==> src/rtl/oled_rx_decoder_pkg.sv <==
// ---------------------------------------------------------------------------
// oled_rx_decoder_pkg
// Shared constants for the OLED panel receive path:
//   - command opcodes the parser recognises
//   - parser state encoding
//   - reset values of the display registers and page window
//   - helper that tells whether an opcode expects argument bytes
// ---------------------------------------------------------------------------
package oled_rx_decoder_pkg;

  localparam logic [7:0] OP_DISP_OFF   = 8'hAE;
  localparam logic [7:0] OP_DISP_ON    = 8'hAF;
  localparam logic [7:0] OP_CHG_PUMP   = 8'h8D;
  localparam logic [7:0] OP_PRECHARGE  = 8'hD9;
  localparam logic [7:0] OP_CONTRAST   = 8'h81;
  localparam logic [7:0] OP_COM_PINS   = 8'hDA;
  localparam logic [7:0] OP_PAGE_ADDR  = 8'h22;
  localparam logic [7:0] OP_SEG_REMAP0 = 8'hA0;
  localparam logic [7:0] OP_SEG_REMAP1 = 8'hA1;
  localparam logic [7:0] OP_COM_SCAN0  = 8'hC0;
  localparam logic [7:0] OP_COM_SCAN1  = 8'hC8;

  typedef enum logic [1:0] {
    P_OP   = 2'd0,
    P_ARG1 = 2'd1,
    P_ARG2 = 2'd2
  } parserState_e;

  localparam logic [7:0] RST_CONTRAST   = 8'h7F;
  localparam logic [2:0] RST_PAGE_START = 3'd0;
  localparam logic [2:0] RST_PAGE_END   = 3'd7;

  // Opcodes that are followed by at least one argument byte.
  function automatic logic isArgOpcode(input logic [7:0] op);
    return (op == OP_CHG_PUMP) || (op == OP_PRECHARGE) || (op == OP_CONTRAST) ||
           (op == OP_COM_PINS) || (op == OP_PAGE_ADDR);
  endfunction

endpackage

==> src/rtl/oled_rx_decoder_if.sv <==
// ---------------------------------------------------------------------------
// oled_rx_decoder_if
// Bundles the raw panel pins and the received-byte link between the SPI
// deserialiser and the command/GDRAM parser.
//   w_sclk/w_sdin/w_dcN/w_rstN : raw panel pins (asynchronous to i_clk)
//   w_rxByte/w_rxDc/w_rxValid  : one-cycle completed byte with its DC_N flag
//   w_panelRstN                : synchronised panel reset (active-low)
// Modports: host drives the pins, master is the deserialiser, slave the parser.
// ---------------------------------------------------------------------------
interface oled_rx_decoder_if;

  logic       w_sclk;
  logic       w_sdin;
  logic       w_dcN;
  logic       w_rstN;
  logic [7:0] w_rxByte;
  logic       w_rxDc;
  logic       w_rxValid;
  logic       w_panelRstN;

  modport host   (output w_sclk, w_sdin, w_dcN, w_rstN);
  modport master (input  w_sclk, w_sdin, w_dcN, w_rstN,
                  output w_rxByte, w_rxDc, w_rxValid, w_panelRstN);
  modport slave  (input  w_rxByte, w_rxDc, w_rxValid, w_panelRstN);

endinterface

==> src/rtl/oled_rx_decoder_spi_rx.sv <==
// ---------------------------------------------------------------------------
// oled_spi_rx
// Serial front end of the panel receiver: synchronises the panel pins into
// the i_clk domain, detects SCLK rising edges, shifts SDIN in MSB first and
// presents each completed byte (with DC_N captured on its 8th bit) as a
// one-cycle valid. A partial byte is dropped after IDLE_TIMEOUT cycles
// without an SCLK rise, or while the synchronised panel reset is low.
// Ports: i_clk, i_arst_n (async, active-low), rxLink (master modport).
// ---------------------------------------------------------------------------
module oled_spi_rx
  import oled_rx_decoder_pkg::*;
#(
  parameter int IDLE_TIMEOUT = 1024
) (
  input  logic                      i_clk,
  input  logic                      i_arst_n,
  oled_rx_decoder_if.master         rxLink
);

  localparam int              CNT_W    = $clog2(IDLE_TIMEOUT + 1);
  localparam logic [CNT_W-1:0] IDLE_MAX = CNT_W'(IDLE_TIMEOUT);

  logic [1:0]       r_sclkSync;
  logic [1:0]       r_sdinSync;
  logic [1:0]       r_dcSync;
  logic [1:0]       r_rstSync;
  logic             r_sclkPrev;
  logic [7:0]       r_shift;
  logic [2:0]       r_bitCnt;
  logic [CNT_W-1:0] r_idleCnt;
  logic [7:0]       r_rxByte;
  logic             r_rxDc;
  logic             r_rxValid;
  logic             w_sclkRise;

  // Two-flop synchronisers for all four panel pins; SCLK and SDIN share the
  // same latency so the data bit lines up with the detected edge.
  always_ff @(posedge i_clk or negedge i_arst_n) begin
    if (!i_arst_n) begin
      r_sclkSync <= '0;
      r_sdinSync <= '0;
      r_dcSync   <= '0;
      r_rstSync  <= '0;
      r_sclkPrev <= 1'b0;
    end else begin
      r_sclkSync <= {r_sclkSync[0], rxLink.w_sclk};
      r_sdinSync <= {r_sdinSync[0], rxLink.w_sdin};
      r_dcSync   <= {r_dcSync[0],   rxLink.w_dcN};
      r_rstSync  <= {r_rstSync[0],  rxLink.w_rstN};
      r_sclkPrev <= r_sclkSync[1];
    end
  end

  assign w_sclkRise = r_sclkSync[1] & ~r_sclkPrev;

  // Shift register and bit counter; the 3-bit counter wraps to 0 after the
  // 8th bit, so the next byte starts cleanly. The idle counter saturates at
  // IDLE_MAX and keeps the bit counter cleared until SCLK moves again.
  always_ff @(posedge i_clk or negedge i_arst_n) begin
    if (!i_arst_n) begin
      r_shift   <= '0;
      r_bitCnt  <= '0;
      r_idleCnt <= '0;
      r_rxByte  <= '0;
      r_rxDc    <= 1'b0;
      r_rxValid <= 1'b0;
    end else begin
      r_rxValid <= 1'b0;
      if (!r_rstSync[1]) begin
        r_shift   <= '0;
        r_bitCnt  <= '0;
        r_idleCnt <= '0;
        r_rxByte  <= '0;
        r_rxDc    <= 1'b0;
      end else if (w_sclkRise) begin
        r_shift   <= {r_shift[6:0], r_sdinSync[1]};
        r_bitCnt  <= r_bitCnt + 3'd1;
        r_idleCnt <= '0;
        if (r_bitCnt == 3'd7) begin
          r_rxByte  <= {r_shift[6:0], r_sdinSync[1]};
          r_rxDc    <= r_dcSync[1];
          r_rxValid <= 1'b1;
        end
      end else if (r_idleCnt == IDLE_MAX) begin
        r_bitCnt <= '0;
      end else begin
        r_idleCnt <= r_idleCnt + CNT_W'(1);
      end
    end
  end

  assign rxLink.w_rxByte    = r_rxByte;
  assign rxLink.w_rxDc      = r_rxDc;
  assign rxLink.w_rxValid   = r_rxValid;
  assign rxLink.w_panelRstN = r_rstSync[1];

endmodule

==> src/rtl/oled_rx_decoder.sv <==
// ---------------------------------------------------------------------------
// oled_rx_decoder
// Snoops an SSD1306-style OLED serial bus and reconstructs the panel state:
// GDRAM writes with their page/column address, display on/off, contrast and
// charge-pump enable, plus a strobe per command byte and a pulse on opcodes
// it does not recognise.
// Ports:
//   i_clk, i_arst_n                  system clock, async active-low reset
//   i_oled_sclk/sdin/dc_n/rst_n      panel serial bus (asynchronous)
//   o_gd_we/o_gd_addr/o_gd_data      GDRAM write port, one-cycle strobe
//   o_cmd_strobe/o_cmd_byte          per-command-byte pulse and last byte
//   o_disp_on/o_contrast/o_chg_pump_en  decoded panel registers
//   o_unknown_cmd                    pulse on an unsupported opcode
// ---------------------------------------------------------------------------
module oled_rx_decoder
  import oled_rx_decoder_pkg::*;
#(
  parameter int IDLE_TIMEOUT = 1024
) (
  input  logic       i_clk,
  input  logic       i_arst_n,
  input  logic       i_oled_sclk,
  input  logic       i_oled_sdin,
  input  logic       i_oled_dc_n,
  input  logic       i_oled_rst_n,
  output logic       o_gd_we,
  output logic [9:0] o_gd_addr,
  output logic [7:0] o_gd_data,
  output logic       o_cmd_strobe,
  output logic [7:0] o_cmd_byte,
  output logic       o_disp_on,
  output logic [7:0] o_contrast,
  output logic       o_chg_pump_en,
  output logic       o_unknown_cmd
);

  oled_rx_decoder_if rxLink ();

  assign rxLink.w_sclk = i_oled_sclk;
  assign rxLink.w_sdin = i_oled_sdin;
  assign rxLink.w_dcN  = i_oled_dc_n;
  assign rxLink.w_rstN = i_oled_rst_n;

  oled_spi_rx #(.IDLE_TIMEOUT(IDLE_TIMEOUT)) u_spiRx (
    .i_clk    (i_clk),
    .i_arst_n (i_arst_n),
    .rxLink   (rxLink)
  );

  parserState_e r_state,    w_nextState;
  logic [7:0]   r_op,       w_op;
  logic [2:0]   r_page,     w_page;
  logic [6:0]   r_col,      w_col;
  logic [2:0]   r_pageStart, w_pageStart;
  logic [2:0]   r_pageEnd,  w_pageEnd;
  logic         r_dispOn,   w_dispOn;
  logic [7:0]   r_contrast, w_contrast;
  logic         r_chgPump,  w_chgPump;
  logic         r_gdWe,     w_gdWe;
  logic [9:0]   r_gdAddr,   w_gdAddr;
  logic [7:0]   r_gdData,   w_gdData;
  logic         r_cmdStrobe, w_cmdStrobe;
  logic [7:0]   r_cmdByte,  w_cmdByte;
  logic         r_unknown,  w_unknown;
  logic [7:0]   w_byte;

  assign w_byte = rxLink.w_rxByte;

  // State and output registers.
  always_ff @(posedge i_clk or negedge i_arst_n) begin
    if (!i_arst_n) begin
      r_state     <= P_OP;
      r_op        <= '0;
      r_page      <= RST_PAGE_START;
      r_col       <= '0;
      r_pageStart <= RST_PAGE_START;
      r_pageEnd   <= RST_PAGE_END;
      r_dispOn    <= 1'b0;
      r_contrast  <= RST_CONTRAST;
      r_chgPump   <= 1'b0;
      r_gdWe      <= 1'b0;
      r_gdAddr    <= '0;
      r_gdData    <= '0;
      r_cmdStrobe <= 1'b0;
      r_cmdByte   <= '0;
      r_unknown   <= 1'b0;
    end else begin
      r_state     <= w_nextState;
      r_op        <= w_op;
      r_page      <= w_page;
      r_col       <= w_col;
      r_pageStart <= w_pageStart;
      r_pageEnd   <= w_pageEnd;
      r_dispOn    <= w_dispOn;
      r_contrast  <= w_contrast;
      r_chgPump   <= w_chgPump;
      r_gdWe      <= w_gdWe;
      r_gdAddr    <= w_gdAddr;
      r_gdData    <= w_gdData;
      r_cmdStrobe <= w_cmdStrobe;
      r_cmdByte   <= w_cmdByte;
      r_unknown   <= w_unknown;
    end
  end

  // Parser next-state. Data bytes only touch the GDRAM cursor, so a data
  // byte arriving between an opcode and its argument leaves the parser where
  // it was. The synchronised panel reset overrides everything.
  always_comb begin
    w_nextState = r_state;
    w_op        = r_op;
    w_page      = r_page;
    w_col       = r_col;
    w_pageStart = r_pageStart;
    w_pageEnd   = r_pageEnd;
    w_dispOn    = r_dispOn;
    w_contrast  = r_contrast;
    w_chgPump   = r_chgPump;
    w_gdWe      = 1'b0;
    w_gdAddr    = r_gdAddr;
    w_gdData    = r_gdData;
    w_cmdStrobe = 1'b0;
    w_cmdByte   = r_cmdByte;
    w_unknown   = 1'b0;

    if (!rxLink.w_panelRstN) begin
      w_nextState = P_OP;
      w_op        = '0;
      w_page      = RST_PAGE_START;
      w_col       = '0;
      w_pageStart = RST_PAGE_START;
      w_pageEnd   = RST_PAGE_END;
      w_dispOn    = 1'b0;
      w_contrast  = RST_CONTRAST;
      w_chgPump   = 1'b0;
      w_gdAddr    = '0;
      w_gdData    = '0;
      w_cmdByte   = '0;
    end else if (rxLink.w_rxValid) begin
      if (rxLink.w_rxDc) begin
        w_gdWe   = 1'b1;
        w_gdAddr = {r_page, r_col};
        w_gdData = w_byte;
        w_col    = r_col + 7'd1;
        // End of a row: wrap inside the page window; plain increment wraps
        // 7 -> 0 when the window itself wraps around.
        if (r_col == 7'd127) begin
          w_page = (r_page == r_pageEnd) ? r_pageStart : r_page + 3'd1;
        end
      end else begin
        w_cmdStrobe = 1'b1;
        w_cmdByte   = w_byte;
        case (r_state)
          P_OP: begin
            if (isArgOpcode(w_byte)) begin
              w_op        = w_byte;
              w_nextState = P_ARG1;
            end else begin
              case (w_byte) inside
                OP_DISP_OFF:                  w_dispOn = 1'b0;
                OP_DISP_ON:                   w_dispOn = 1'b1;
                OP_SEG_REMAP0, OP_SEG_REMAP1,
                OP_COM_SCAN0,  OP_COM_SCAN1:  w_unknown = 1'b0;
                [8'h00:8'h0F]:                w_col[3:0] = w_byte[3:0];
                [8'h10:8'h17]:                w_col[6:4] = w_byte[2:0];
                [8'hB0:8'hB7]:                w_page = w_byte[2:0];
                default:                      w_unknown = 1'b1;
              endcase
            end
          end
          P_ARG1: begin
            if (r_op == OP_CHG_PUMP) w_chgPump   = w_byte[2];
            if (r_op == OP_CONTRAST) w_contrast  = w_byte;
            if (r_op == OP_PAGE_ADDR) w_pageStart = w_byte[2:0];
            w_nextState = (r_op == OP_PAGE_ADDR) ? P_ARG2 : P_OP;
          end
          P_ARG2: begin
            w_pageEnd   = w_byte[2:0];
            w_page      = r_pageStart;
            w_col       = '0;
            w_nextState = P_OP;
          end
          default: w_nextState = P_OP;
        endcase
      end
    end
  end

  assign o_gd_we       = r_gdWe;
  assign o_gd_addr     = r_gdAddr;
  assign o_gd_data     = r_gdData;
  assign o_cmd_strobe  = r_cmdStrobe;
  assign o_cmd_byte    = r_cmdByte;
  assign o_disp_on     = r_dispOn;
  assign o_contrast    = r_contrast;
  assign o_chg_pump_en = r_chgPump;
  assign o_unknown_cmd = r_unknown;

endmodule

==> config.mk <==
export PLATFORM = sky130hd
export DESIGN_NAME = oled_rx_decoder
export DESIGN_NICKNAME = d
export VERILOG_FILES = /design/src/rtl/oled_rx_decoder_pkg.sv /design/src/rtl/oled_rx_decoder_if.sv /design/src/rtl/oled_rx_decoder_spi_rx.sv /design/src/rtl/oled_rx_decoder.sv
export SDC_FILE = /design/constraint.sdc
export NUM_CORES = 1
export LEC_CHECK = 0
export CAP_MARGIN = 20
export CORE_AREA = 8 8 112 114
export DETAILED_ROUTE_END_ITERATION = 16
export DIE_AREA = 0 0 120 122
export GPL_TIMING_DRIVEN = 0
export PLACE_DENSITY = 0.63
export REMOVE_ABC_BUFFERS = 1
export SLEW_MARGIN = 20
export SYNTH_ARGS = -nofsm -noshare
export SYNTH_HDL_FRONTEND = slang
export SYNTH_SLANG_ARGS = --single-unit
export TNS_END_PERCENT = 10
==> constraint.sdc <==
create_clock -name i_clk -period 2.4 [get_ports i_clk]
set_clock_uncertainty 0.15 [all_clocks]
set_input_delay 0.72 -clock i_clk [delete_from_list [all_inputs] [get_ports i_clk]]
set_output_delay 0.72 -clock i_clk [all_outputs]
set_load 0.01 [all_outputs]
**Run 1: the clock network**

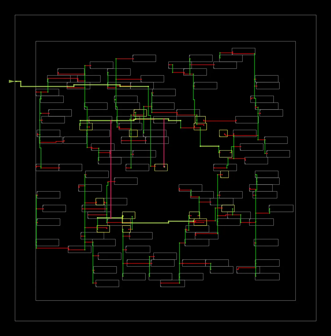
clock group power: 1060 uW
number of clock buffers inserted by TritonCTS: 9
Flop Count: 105
CLK BUF: 9
# clock sinks: 105

**Run 1: met3 routing**

Scale: 2 px per um.
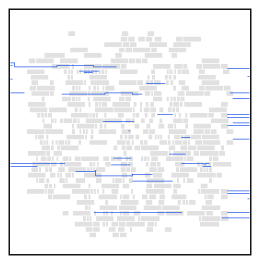
longest straight run: 43.7 um
share of all routed wire: 4.6%
main direction: horizontal
routing usage on met3: 4.026%
overall via count from detail_route: 3496
wire length reported by the detailed router: 10.32 mm

**Run 1: the metal 2 layer**

Scale: 2 px per um.
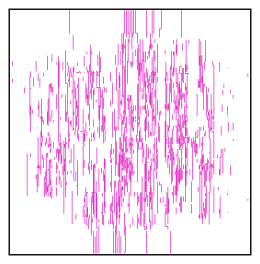
longest straight run: 42.8 um
nets with wire on the layer: 407

==> run notes, run 1 <==
Implementation summary

The layout cell share with drive strength beyond 1 is between 9 and 10%. Ranked by total area, the top cell class in this layout is flip-flops and latches. The signal on the critical path passes through clkdlybuf4s50_1.

The internal cell power is between 2000 and 2500 uW. Setup repair after global routing left no endpoint under its margin. The multiplexer share of the synthesized area is ~5.1%. The flip-flop cell with the highest count after synthesis is sky130_fd_sc_hd__dfrtp_1. The top cell types in the final layout, fill and taps aside, are 92 x sky130_fd_sc_hd__dfrtp_1, 79 x sky130_fd_sc_hd__nand2_1, 43 x sky130_fd_sc_hd__clkdlybuf4s50_1.

The synthesis-to-layout area growth is 15.72%. The worst setup slack after layout is about 0.077 ns. The largest area contributor in the synthesized netlist is sky130_fd_sc_hd__dfrtp_1. The leakage component of the power was reported as approximately 0.0024 uW. The main logic family after synthesis is simple AND/OR/NAND/NOR gates.

By area the synthesized netlist is led by sky130_fd_sc_hd__dfrtp_1 50%, sky130_fd_sc_hd__nand2_1 6.2%, sky130_fd_sc_hd__dfstp_2 5.5%. Per the layout report, the design carries 978 filler cells. The final cell count without fillers is 637.

Per the skew report, the later register of the worst-skew pair sees a clock latency of about 0.38 ns. The part of the total power dissipated in combinational logic is about 3.7%. The clock network contribution to total cell area is under 10%. Among all cell types in the netlist, the one instantiated most often is sky130_fd_sc_hd__dfrtp_1. The violation tally from detailed-route iteration zero is 207. The routed design could run at a clock period as short as 2.323 ns. The overall fraction of global-route tracks in use is ~15%. The wire length per cell after detailed routing is between 15 and 20 um.

The number of different library cells in the post-synthesis netlist is slightly above 50. The run finished with clean final reports. The normalized max-slew margin is between 40 and 50%. The number of logic gates is between 300 and 400. Of the total power, the clock network draws between 30% and 40%. Of the available clock period, the critical path in the final layout requires roughly 97%. The delay of the slowest cell on the worst path is 0.55 ns. The multi-input gate share of the layout cell area is a little over a third.

The overall die size recorded for this design is between 10000 and 15000 um2. The sum of overflow across all layers after global routing is 0. The register share of the cell area is 48.12%. The floorplan step set the die width to roughly 120 um.

The slew of the pin with the lowest slew margin is 0.8460 ns. The cell family with the largest share of critical-path delay is flip-flops. The path category of the worst min-delay check is primary input to async pin. The layout has 9 inverters outside the clock class. The number of global-route vias before repair is 3535.

The setup TNS is 0 ns. Per the Yosys statistics, synthesis produced around 460 cells. The row count is 38.

The minimum setup slack after placement is -0.8560 ns. The first-pass detailed-route iteration total is 4. The worst path buffer plus inverter count is 1. The detail route stage leaves a number of antenna-violating nets equal to 0. The total power draw is 2979 uW. RePlAce ended its routability-driven mode at a weighted congestion of approximately 0.80. The worst-case IR drop observed on VDD is 378.1 uV. After synthesis, the most frequently instantiated cells are 95 x sky130_fd_sc_hd__dfrtp_1, 79 x sky130_fd_sc_hd__nand2_1, 42 x sky130_fd_sc_hd__a21oi_1, 30 x sky130_fd_sc_hd__nor2_1, 26 x sky130_fd_sc_hd__nand3_1. In the final layout, excluding clock buffers the buffer count is approximately 45. Synthesis handed over a netlist of approximately 460 instances.

Sequential elements use 55.56% of the synthesized area. Non-clock buffering takes up between 8 and 9% of total cell area after layout. The share of total power dissipated in sequential elements is 60.7%.

Yosys reported that registers with async set or reset make up 100.0%. Looking at the clock tree report, the maximum root-to-sink buffer count equals 2. Once placement completed, the tool counted placed cells totaling about 620.

Before placement the cells fill around 44% of the core. On the worst setup and hold paths after CTS, the clock-pin slew comes to 0.11 ns. The port buffer count is ~44. For reference, compound AND-OR and OR-AND cells occupy 12.72% of the area reported after synthesis.

The simple-gate share of the synthesized area is 19.17%. The final tally of setup violations is 0. The post-synthesis share of cell area spent on full adders, half adders and majority gates is ~1.6%. The y dimension of the die is 122 um. TritonCTS built the clock tree. The script extracted a net switching power of approximately 760 uW. The most frequent logic cell in the layout is sky130_fd_sc_hd__dfrtp_1.

For this run, the top clock speed supported by timing is roughly 0.43 GHz. Clock tree synthesis selected as its root buffer the cell sky130_fd_sc_hd__clkbuf_8.
## run 1: routing by layer
metal  global-route usage, %  share of wire (%)  up-vias
li1                        -                  -     1685
met1                   17.96                 44     1747
met3                   4.026                4.5        4
met5                       0                  0        -
met4                   4.137               0.55        0
met2                   25.46                 51       60
## run 1: what timing repair did
item	4_1_cts	5_1_grt
gates resized	5	3
endpoints found under the setup margin	77	17
endpoints found under the hold margin	0	0
cloned	0	0
hold buffers	0	0
setup buffers	0	0
## run 1: power by group through the flow
stage | Combinational (uW) | Clock (uW) | Sequential [uW]
final | 109 | 1060 | 1810
after global routing | 127 | 1170 | 1810
after CTS | 113 | 1100 | 1810
after detailed placement | 113 | 0 | 1840
after global placement | 104 | 0 | 1840
after floorplan | 48.3 | 0 | 1830
## run 1: worst paths after layout
kind                                            start                     to  slack, ns  depth (start not counted)
setup / recovery                        o_contrast[5]          o_contrast[5]       0.08                          1
hold / removal                               i_arst_n              r_page[1]       0.08                          1
setup reg to reg           u_spiRx.rxLink.w_rxByte[0]              r_page[2]       0.14                          5
hold reg to reg                 u_spiRx.r_sdinSync[0]  u_spiRx.r_sdinSync[1]       0.21                          0
max in group asynchronous                    i_arst_n          o_contrast[4]       1.36                          2
min in group i_clk              u_spiRx.r_sdinSync[0]  u_spiRx.r_sdinSync[1]       0.21                          0
## run 1: flip-flops by register name (all words and copies together) (netlist names), 3 cells and up
signal and flops:
o_cmd_byte 8, o_contrast 8, o_gd_addr 10, o_gd_data 8
r_col 7, r_op 8, r_page 3, r_pageEnd 3
r_pageStart 3, u_spiRx.r_bitCnt 3, u_spiRx.r_idleCnt 11, u_spiRx.r_shift 7
u_spiRx.rxLink.w_rxByte 8
**Run 1: wiring by layer**

Scale: 3 px per um.
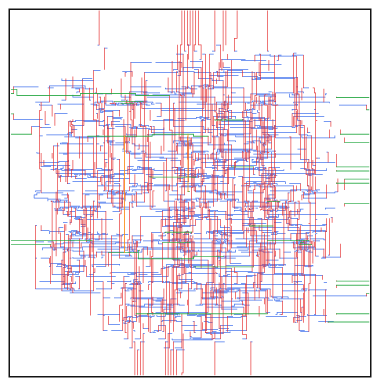

## Run 2: what changed since run 1
--- a/config.mk
+++ b/config.mk
@@ -12,6 +12,7 @@
 export GPL_TIMING_DRIVEN = 0
 export PLACE_DENSITY = 0.63
 export REMOVE_ABC_BUFFERS = 1
+export SETUP_SLACK_MARGIN = 0.3
 export SLEW_MARGIN = 20
 export SYNTH_ARGS = -nofsm -noshare
 export SYNTH_HDL_FRONTEND = slang
**Run 2: wiring by layer**

Scale: 3 px per um.
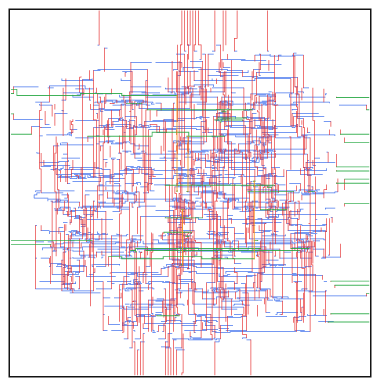
legend:
  met1:
    colour: blue
    wire_length: 4440 um
  met4:
    colour: orange
    wire_length: 94.5 um
  met2:
    colour: red
    wire_length: 5270 um
  met3:
    colour: green
    wire_length: 593 um

**Run 2: supply network**

Scale: 3 px per um. Pins as bars on the die edge. Tap cells in grey.
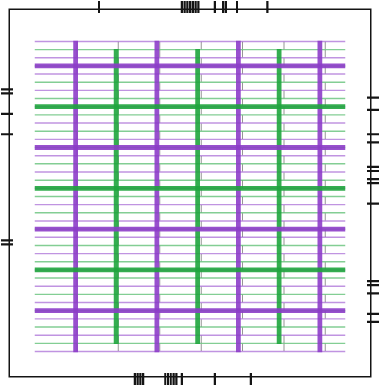
legend:
  VDD:
    colour: green
  VSS:
    colour: purple
met5 straps: 7
met4 straps: 7
tap cells: 140

==> run 2 against run 1 <==
Effect of this change:
- setup slack better by 0.068 ns
- critical path type is now flop to flop
- critical endpoint is now r_op[0]
- hold slack better by 0.0052 ns
- critical path depth up 4
- fmax grew 3.0%
- sequential cell count did not move
- wire length grew 0.77%
- power barely moved
- die area unchanged
- non-clock buffer count up 1
- register-to-register slack is essentially flat
- clock power about the same
==> run notes, run 2 <==
Implementation summary

The run finished with clean final reports. The count of cells in the finished layout, fillers not included, comes to between 600 and 700. The count of fill cells added during filler insertion is approximately 980.

In the final routed layout, each cell accounts on average for 16.30 um. The largest total area in the synthesized netlist belongs to sky130_fd_sc_hd__dfrtp_1. Per the detail_route log, met2 wirelength is around 5.3 mm. The number of instances in the placed design is roughly 620. The final layout contains routed wiring with a total length of 10.40 mm.

For reference, the top cells by area after synthesis are sky130_fd_sc_hd__dfrtp_1 50%, sky130_fd_sc_hd__nand2_1 6.2%, sky130_fd_sc_hd__dfstp_2 5.5%. The violation tally from detailed-route iteration zero is roughly 190. For the clock group, total power comes out at 1060 uW.

The first-pass detailed-route iteration total is 5. The worst path buffer plus inverter count is 0. Cells with a size suffix above 1 make up approximately a tenth of the layout.

The part of the total power dissipated in combinational logic is slightly below 4%. For this run, the register share of the synthesized area comes to a little under three fifths. The minimum setup slack after placement is -0.8560 ns. Looking at the global route congestion table, the highest-usage layer is met2.

According to the floorplan log, the row count is 38. Logic depth along the worst register-to-register path is recorded as 5. The most common logic cell in the final layout is sky130_fd_sc_hd__dfrtp_1. The amount of wire on met3 after detailed routing is 592 um. On the reported timing paths, the clock transition at the registers reads 0.10 ns. The power spent charging and discharging nets is roughly 760 uW.

Of the available clock period, the critical path in the final layout requires roughly 94%. The largest power group is sequential cells. The most used flip-flop cell after synthesis is sky130_fd_sc_hd__dfrtp_1. The area enclosed by the die boundary is ~15000 um2.

The final report lists the setup-violating endpoint count as 0. Relative to the synthesized area, the layout overhead comes to 16.64%. In the floorplan report the effective utilization is about 44%. The transition time recorded at the tightest slew-check pin is 0.8290 ns. Port buffering added 44 buffers. The clock tree from TritonCTS is built.

Looking at the power breakdown, the clock network takes a little over a third of the total. The sum of overflow across all layers after global routing is 0. Headroom to the max-slew limit came out at 44.73%. The min-delay analysis places its worst path in the category primary input to async pin. The final route contains 3496 vias. The y dimension of the die is approximately 120 um. The synthesis run shows the most used standard cells to be 95 x sky130_fd_sc_hd__dfrtp_1, 79 x sky130_fd_sc_hd__nand2_1, 42 x sky130_fd_sc_hd__a21oi_1, 30 x sky130_fd_sc_hd__nor2_1, 26 x sky130_fd_sc_hd__nand3_1.

The delay of the slowest cell on the worst path is about 0.57 ns. The total sequential power is between 1500 and 2000 uW. The post-CTS hold buffer count recorded in the log is 0.

The final critical-path required period is ~2.3 ns. IR analysis of the VDD net gives a maximum drop of 379.1 uV. The clock passes through at most 2 buffers. In this run the critical path is formed by nand2b_2 -> nor3_2 -> nor4bb_1 -> a21o_1 -> mux2i_1.
-- run 2: cell counts after synthesis --
Identical to the previous run, type by type.
-- run 2: worst max-delay path by stage --
stage,slack [ns],end,start,cells after the start
2_1_floorplan,-0.39,o_gd_addr[0],u_spiRx.r_rstSync[1],3
3_3_place_gp,-3.44,u_spiRx.r_sdinSync[0],i_arst_n,1
3_5_place_dp,-0.86,r_page[2],u_spiRx.r_rstSync[1],5
4_1_cts,0.06,o_contrast[5],o_contrast[5],1
5_1_grt,0.09,r_op[0],u_spiRx.rxLink.w_rxDc,5
6_report,0.14,r_op[0],u_spiRx.rxLink.w_rxDc,5
-- run 2: cell type report --
class	count	area (um2)	share of cell area (%)
sequential	105	2654	47.88
timing repair buffer	46	494.2	8.916
tap	140	175.2	3.160
multi-input combinational	322	1983	35.78
clock buffer	9	123.9	2.235
inverter	9	46.29	0.8352
clock inverter	7	66.31	1.196
-- run 2: repair_timing --
item,4_1_cts,5_1_grt
buffers inserted,1,0
pin swaps,0,0
setup endpoints to repair,122,67
resized,16,6
cloned,0,0
-- run 2: per-stage QoR --
| step | hold slack [ns] | setup TNS (ns) |
|---|---|---|
| finish | 0.08858 | 0 |
| global placement | 0.1812 | -416.31 |
| global route | 0.08976 | 0 |
| CTS | 0.08937 | 0 |
| floorplan | 0.1812 | -8.674 |
| detailed placement | 0.1864 | -24.81 |
-- run 2: cell families (layout without fill, tap and decap cells) --
family | Yosys count | after routing | share of synthesized area [%]
xor+xnor | 15 | 15 | 2.765
compound gates | 91 | 91 | 12.72
buf+inv | 36 | 71 | 3.107
simple gates | 187 | 187 | 19.17
flops | 105 | 105 | 55.56
fa+ha+maj | 6 | 6 | 1.580
mux | 23 | 23 | 5.108
Power and IR drop assume default switching activity.
